### config.mk
export PLATFORM = sky130hd
export DESIGN_NAME = fu_issue_queue
export DESIGN_NICKNAME = d
export VERILOG_FILES = /design/src/rtl/foxtrot_pkg.sv /design/src/rtl/fu_issue_queue_select.sv /design/src/rtl/fu_issue_queue.sv
export SDC_FILE = /design/constraint.sdc
export NUM_CORES = 2
export LEC_CHECK = 0
export CORE_MARGIN = 8
export CORE_UTILIZATION = 40
export CTS_CLUSTER_SIZE = 28
export DETAILED_ROUTE_END_ITERATION = 10
export GPL_ROUTABILITY_DRIVEN = 0
export HOLD_SLACK_MARGIN = 0.1
export PLACE_DENSITY = 0.67
export SLEW_MARGIN = 15
export SYNTH_ARGS = -nofsm -noshare
export SYNTH_HDL_FRONTEND = slang
export SYNTH_SLANG_ARGS = --single-unit
### constraint.sdc
create_clock -name clk -period 4.7 [get_ports clk]
set_input_delay 0.705 -clock clk [delete_from_list [all_inputs] [get_ports clk]]
set_output_delay 0.705 -clock clk [all_outputs]
set_load 0.1 [all_outputs]
### src/rtl/foxtrot_pkg.sv
// Shared definitions for the foxtrot out-of-order core slice.
// Holds the datapath widths used by the issue queues and the layout of one
// issue-queue entry, plus a helper that applies a CDB broadcast to an entry.
package foxtrot_pkg;

    localparam int PRN_W   = 7;
    localparam int ID_W    = 6;
    localparam int DATA_W  = 64;
    localparam int NUM_OPS = 3;
    localparam int NUM_OUT = 3;
    localparam int INST_W  = 32;

    // One buffered instruction. Index 0 of each packed array sits in the
    // low-order bits, matching the flat port layout (op[0] = bits DATA_W-1:0).
    typedef struct packed {
        logic                            valid;
        logic [INST_W-1:0]               inst;
        logic [ID_W-1:0]                 id;
        logic [NUM_OPS-1:0][PRN_W-1:0]   op_prn;
        logic [NUM_OPS-1:0]              op_rdy;
        logic [NUM_OPS-1:0][DATA_W-1:0]  op_data;
        logic [NUM_OUT-1:0][PRN_W-1:0]   out_prn;
    } iq_entry_t;

    // Capture a broadcast result into every still-waiting operand slot of a
    // valid entry whose source PRN matches. Already-ready operands keep
    // their value even if the PRN is broadcast again.
    function automatic iq_entry_t iq_wakeup(
        input iq_entry_t          e,
        input logic               cdb_valid,
        input logic [PRN_W-1:0]   cdb_prn,
        input logic [DATA_W-1:0]  cdb_data
    );
        iq_entry_t r;
        r = e;
        for (int k = 0; k < NUM_OPS; k++) begin
            if (e.valid && cdb_valid && !e.op_rdy[k] && (e.op_prn[k] == cdb_prn)) begin
                r.op_rdy[k]  = 1'b1;
                r.op_data[k] = cdb_data;
            end
        end
        return r;
    endfunction

endpackage

### src/rtl/fu_issue_queue_select.sv
// iq_select: oldest-ready priority encoder for the issue queue.
// Entry 0 is the oldest, so the lowest set bit of the ready vector wins.
//
// Ports:
//   ready  in  DEPTH   per-entry "valid and all operands ready"
//   found  out 1       at least one entry is ready
//   idx    out IDX_W   index of the lowest ready entry (0 when none)
module iq_select #(
    parameter int DEPTH = 4,
    parameter int IDX_W = $clog2(DEPTH)
) (
    input  logic [DEPTH-1:0] ready,
    output logic             found,
    output logic [IDX_W-1:0] idx
);

    // Scan from the youngest slot down so the last match written is the
    // oldest ready entry.
    always_comb begin
        found = 1'b0;
        idx   = '0;
        for (int i = DEPTH - 1; i >= 0; i--) begin
            if (ready[i]) begin
                found = 1'b1;
                idx   = IDX_W'(i);
            end
        end
    end

endmodule

### src/rtl/fu_issue_queue.sv
// fu_issue_queue: collapsing issue queue in front of a single functional unit.
// Buffers dispatched instructions, wakes their operands from the CDB and
// issues the oldest fully-ready one into the FU when the FU is ready.
//
// Ports:
//   clk, rst_n                    clock, async active-low reset
//   disp_valid/disp_ready         dispatch handshake (ready = count < DEPTH)
//   disp_inst, disp_inst_id       instruction word and id
//   disp_op_prn/rdy/data          source PRNs, availability, values
//   disp_out_prn                  destination PRNs
//   cdb_valid/prn/data            result broadcast used for wakeup
//   fu_ready                      FU can take an instruction this cycle
//   inst_valid, inst, inst_id,
//   op, out_prn                   registered issue outputs into the FU
module fu_issue_queue
    import foxtrot_pkg::*;
#(
    parameter int DEPTH = 4
) (
    input  logic                       clk,
    input  logic                       rst_n,
    input  logic                       disp_valid,
    output logic                       disp_ready,
    input  logic [INST_W-1:0]          disp_inst,
    input  logic [ID_W-1:0]            disp_inst_id,
    input  logic [NUM_OPS*PRN_W-1:0]   disp_op_prn,
    input  logic [NUM_OPS-1:0]         disp_op_rdy,
    input  logic [NUM_OPS*DATA_W-1:0]  disp_op_data,
    input  logic [NUM_OUT*PRN_W-1:0]   disp_out_prn,
    input  logic                       cdb_valid,
    input  logic [PRN_W-1:0]           cdb_prn,
    input  logic [DATA_W-1:0]          cdb_data,
    input  logic                       fu_ready,
    output logic                       inst_valid,
    output logic [INST_W-1:0]          inst,
    output logic [ID_W-1:0]            inst_id,
    output logic [NUM_OPS*DATA_W-1:0]  op,
    output logic [NUM_OUT*PRN_W-1:0]   out_prn
);

    localparam int IDX_W = $clog2(DEPTH);
    localparam int CNT_W = $clog2(DEPTH + 1);

    iq_entry_t        entries     [DEPTH];
    iq_entry_t        entries_nxt [DEPTH];
    iq_entry_t        woken       [DEPTH + 1];
    iq_entry_t        disp_entry;
    logic [CNT_W-1:0] count;
    logic [CNT_W-1:0] count_nxt;
    logic [CNT_W-1:0] disp_slot;
    logic [DEPTH-1:0] ready_vec;
    logic             found;
    logic [IDX_W-1:0] sel_idx;
    logic             do_issue;
    logic             do_disp;

    // Space is judged from the registered count only, so an issue in the
    // same cycle never frees a slot early.
    assign disp_ready = (count < CNT_W'(DEPTH));

    // Eligibility comes from registered state, which is what gives the
    // one-edge delay between a CDB wakeup and the entry issuing.
    always_comb begin
        ready_vec = '0;
        for (int i = 0; i < DEPTH; i++) begin
            ready_vec[i] = entries[i].valid && (&entries[i].op_rdy);
        end
    end

    iq_select #(
        .DEPTH (DEPTH),
        .IDX_W (IDX_W)
    ) u_select (
        .ready (ready_vec),
        .found (found),
        .idx   (sel_idx)
    );

    // Next-state of the storage: wake every entry, collapse over the issued
    // slot, then drop the new instruction into the first free slot. The
    // extra all-zero woken[DEPTH] is what shifts into the top slot on a
    // collapse. The dispatching instruction is woken too so a broadcast in
    // its dispatch cycle is not lost.
    always_comb begin
        do_issue  = fu_ready && found;
        do_disp   = disp_valid && disp_ready;
        disp_slot = count - CNT_W'(do_issue);
        count_nxt = count + CNT_W'(do_disp) - CNT_W'(do_issue);

        for (int i = 0; i < DEPTH; i++) begin
            woken[i] = iq_wakeup(entries[i], cdb_valid, cdb_prn, cdb_data);
        end
        woken[DEPTH] = '0;

        disp_entry         = '0;
        disp_entry.valid   = 1'b1;
        disp_entry.inst    = disp_inst;
        disp_entry.id      = disp_inst_id;
        disp_entry.op_prn  = disp_op_prn;
        disp_entry.op_rdy  = disp_op_rdy;
        disp_entry.op_data = disp_op_data;
        disp_entry.out_prn = disp_out_prn;
        disp_entry         = iq_wakeup(disp_entry, cdb_valid, cdb_prn, cdb_data);

        for (int i = 0; i < DEPTH; i++) begin
            if (do_issue && (IDX_W'(i) >= sel_idx)) begin
                entries_nxt[i] = woken[i + 1];
            end else begin
                entries_nxt[i] = woken[i];
            end
            if (do_disp && (CNT_W'(i) == disp_slot)) begin
                entries_nxt[i] = disp_entry;
            end
        end
    end

    // Storage, occupancy and the issue register. The issue outputs only
    // load when an instruction actually leaves, otherwise they hold.
    always_ff @(posedge clk or negedge rst_n) begin
        if (!rst_n) begin
            for (int i = 0; i < DEPTH; i++) begin
                entries[i] <= '0;
            end
            count      <= '0;
            inst_valid <= 1'b0;
            inst       <= '0;
            inst_id    <= '0;
            op         <= '0;
            out_prn    <= '0;
        end else begin
            for (int i = 0; i < DEPTH; i++) begin
                entries[i] <= entries_nxt[i];
            end
            count      <= count_nxt;
            inst_valid <= do_issue;
            if (do_issue) begin
                inst    <= entries[sel_idx].inst;
                inst_id <= entries[sel_idx].id;
                op      <= entries[sel_idx].op_data;
                out_prn <= entries[sel_idx].out_prn;
            end
        end
    end

endmodule
==> impl_metrics.env <==
# source this file to load flow results
export IMPL_comb_power_mw=30.6
export IMPL_top_usage_layer="met2"
export IMPL_tool_warnings=62
export IMPL_min_from="inst[17]"
export IMPL_p_clk_mw=12.6
export IMPL_aoi_share=0.193
export IMPL_cp_slowest_stage_delay_ns=0.50
export IMPL_seq_area_frac=0.403
export IMPL_comb_cells=4603
export IMPL_power_density_nw_per_um2=760
export IMPL_top_cells_by_count="dfrtp_1 (1359), mux2i_1 (1025), nand2_1 (997)"
export IMPL_comb_area_um2=33500
export IMPL_ys_seq_share=0.482
export IMPL_slowest_stage="nor3b_1"
export IMPL_netlist_area_um2=70600
export IMPL_skew_ns=0.0437
export IMPL_hold_end="inst[17]"
export IMPL_mostFrequentLayoutCells="dfrtp_1 (1359), mux2i_1 (1023), nand2_1 (989)"
export IMPL_hold_viol=0
export IMPL_dr_pass1_iters=10
export IMPL_power_group_top="combinational logic"
export IMPL_xor_share=0.0133
export IMPL_cp_start_kind="register"
export IMPL_clock_fmax_ghz=0.254
export IMPL_ys_warn_count=0
export IMPL_crit_fanout=51
export IMPL_htree_levels=4
export IMPL_synth_cells=6763
export IMPL_p_switching_mw=29.5
export IMPL_netlist_top_cells_area="dfrtp_1 (48%), mux2i_1 (15%), o221ai_1 (7.8%), nand2_1 (5.3%), o22ai_1 (3.9%)"
export IMPL_yosysCellCount=6763
export IMPL_critPathKind="reg -> reg"
export IMPL_cpLargestDelayFamily="simple AND/OR/NAND/NOR gates"
export IMPL_design_die_area_um2=190000
export IMPL_drt_met1_wl_mm=104
export IMPL_hold_class="reg -> reg"
export IMPL_ff_type="dfrtp_1"
export IMPL_top_cell="dfrtp_1"
export IMPL_synth_top_area_share=0.482
export IMPL_async_reset_ff_frac=1.00
export IMPL_final_area_um2=84400
export IMPL_p_seq_frac=0.327
export IMPL_crit_top_cell="nand2_1"
export IMPL_largest_reg_flops=1104
export IMPL_syn_num_nets=7119
export IMPL_top_layer_used="met5"
export IMPL_via_per_inst=6.48
export IMPL_dp_cells=9162
export IMPL_tightest_slew_ns=1.21
export IMPL_met2WireLength_mm=125
export IMPL_mux_area_frac=0.179
export IMPL_cts_sinks=1359
export IMPL_fin_crit_ns=3.94
export IMPL_drv_cap=0
export IMPL_status="completed"
export IMPL_grt_pass1_wl_mm=406
export IMPL_cp_end_kind="register"
export IMPL_p_int_mw=34.7
export IMPL_cts_tree="done"
export IMPL_crit_path_cell_trace="nand4_1 > nand2_1 > o21ai_4 > inv_1 > ha_1 > ha_1 > nor3b_1 > nand2_1 > or2_4 > and2_4 > buf_4 > nand2_1 > o221ai_1"
export IMPL_ys_types=52
export IMPL_detail_route_wl_per_cell_um=28.9
export IMPL_die_h_um=436
export IMPL_row_count=154
export IMPL_cp_depth=13
export IMPL_clock_buffer_count=224
export IMPL_cts_hold_buffers=1
export IMPL_top_logic_kind="AND-OR/OR-AND gates"
export IMPL_top_register="entries"
export IMPL_holdPathStages=2
export IMPL_post_cts_resized=0
export IMPL_nonClkBufAreaFrac=0.0989
export IMPL_use_met1=0.338
export IMPL_min_period_over_period=0.839
export IMPL_dp_hpwl_mm=160
export IMPL_wl_met3_mm=24.0
export IMPL_slew_headroom=0.194
export IMPL_tns_ns=0
export IMPL_finalSetupViolCount=0
export IMPL_buffers=773
export IMPL_post_cts_buffers=0
export IMPL_cp_required_ns=5.34
export IMPL_register_area_um2=34000
export IMPL_yosys_area_um2=70600
export IMPL_first_global_vias=62400
export IMPL_use_met2=0.432
export IMPL_p_leak_nw=41.1
export IMPL_dp_slack_ns=0.485
export IMPL_drtIter0Drc=6859
export IMPL_comb_share=0.397
export IMPL_flop_count=1359
export IMPL_dominant_cells="sequential cells"
export IMPL_grt_use_total=0.273
export IMPL_drc=0
export IMPL_switching_share=0.459
export IMPL_grt_max_degree=179
export IMPL_cp_endpoint="entries[415]"
export IMPL_drive_above_1_share=0.106
export IMPL_tap_cells=2340
export IMPL_final_nets=7336
export IMPL_clkSlewWorstSetupHoldPaths_ns=0.06
export IMPL_r2r_end="entries[415]"
export IMPL_cp_startpoint="entries[1041]"
export IMPL_inverters_excl_clock=88
export IMPL_ys_flops=1359
export IMPL_p_comb_frac=0.477
export IMPL_grt_overflow_total=0
export IMPL_clk_share=0.0623
export IMPL_clk_latency_ns=0.82
export IMPL_slew_viol_final=0
export IMPL_r2r_cells=13
export IMPL_cts_root_buffer="clkbuf_16"
export IMPL_irDropWorstVdd_mv=0.621
export IMPL_io_buffers=603
export IMPL_synth_edff_count=0
export IMPL_critPathArrivalTime_ns=4.58
export IMPL_cts_buffer_depth=3
export IMPL_clockPowerShare=0.196
export IMPL_adder_share=0.000992
export IMPL_antenna_found_initial=31
export IMPL_total_power_mw=64.2
export IMPL_r2r_start="entries[1041]"
export IMPL_reg_top3="entries (1104), op (192), inst (32)"
export IMPL_lay_top_count="dfrtp_1"
export IMPL_antenna_cells=21
export IMPL_placed_area_um2=79100
export IMPL_hold_worst_slack_ns=0.485
export IMPL_die_x_um=436
export IMPL_io_pins=604
export IMPL_cts_made_buffers=155
==> images/final_placement.png <==
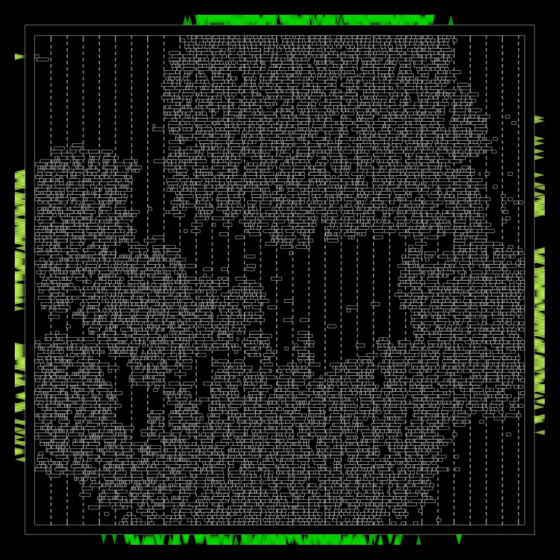
final core utilization: 0.480
Fillers: 15800
Finished Layout Cells: 9459

==> images/density.png <==
The die is cut into 22 by 22 equal tiles; white is low, dark blue is high, 0 to 100% covered.
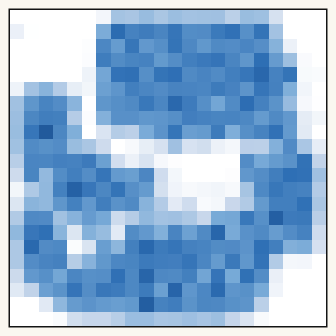
- tiles over 75% full: 2.9%
- fullest tile: 83%
- nearly empty tiles: 15%
- mean over tiles: 43%
initial core utilization: 0.402
core area: 176000 um^2

==> images/met3.png <==
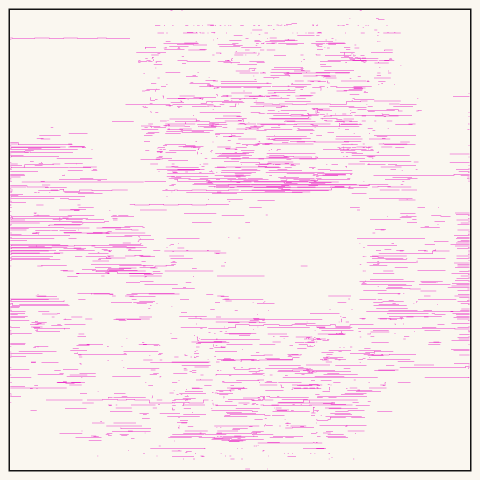
- nets with wire on the layer: 866
- share of all routed wire: 8.8%
- longest straight run: 156 um
- wire length on this layer: 24.0 mm
vias: 61300
Post-Route WL: 273 mm
met3 usage: 0.0597

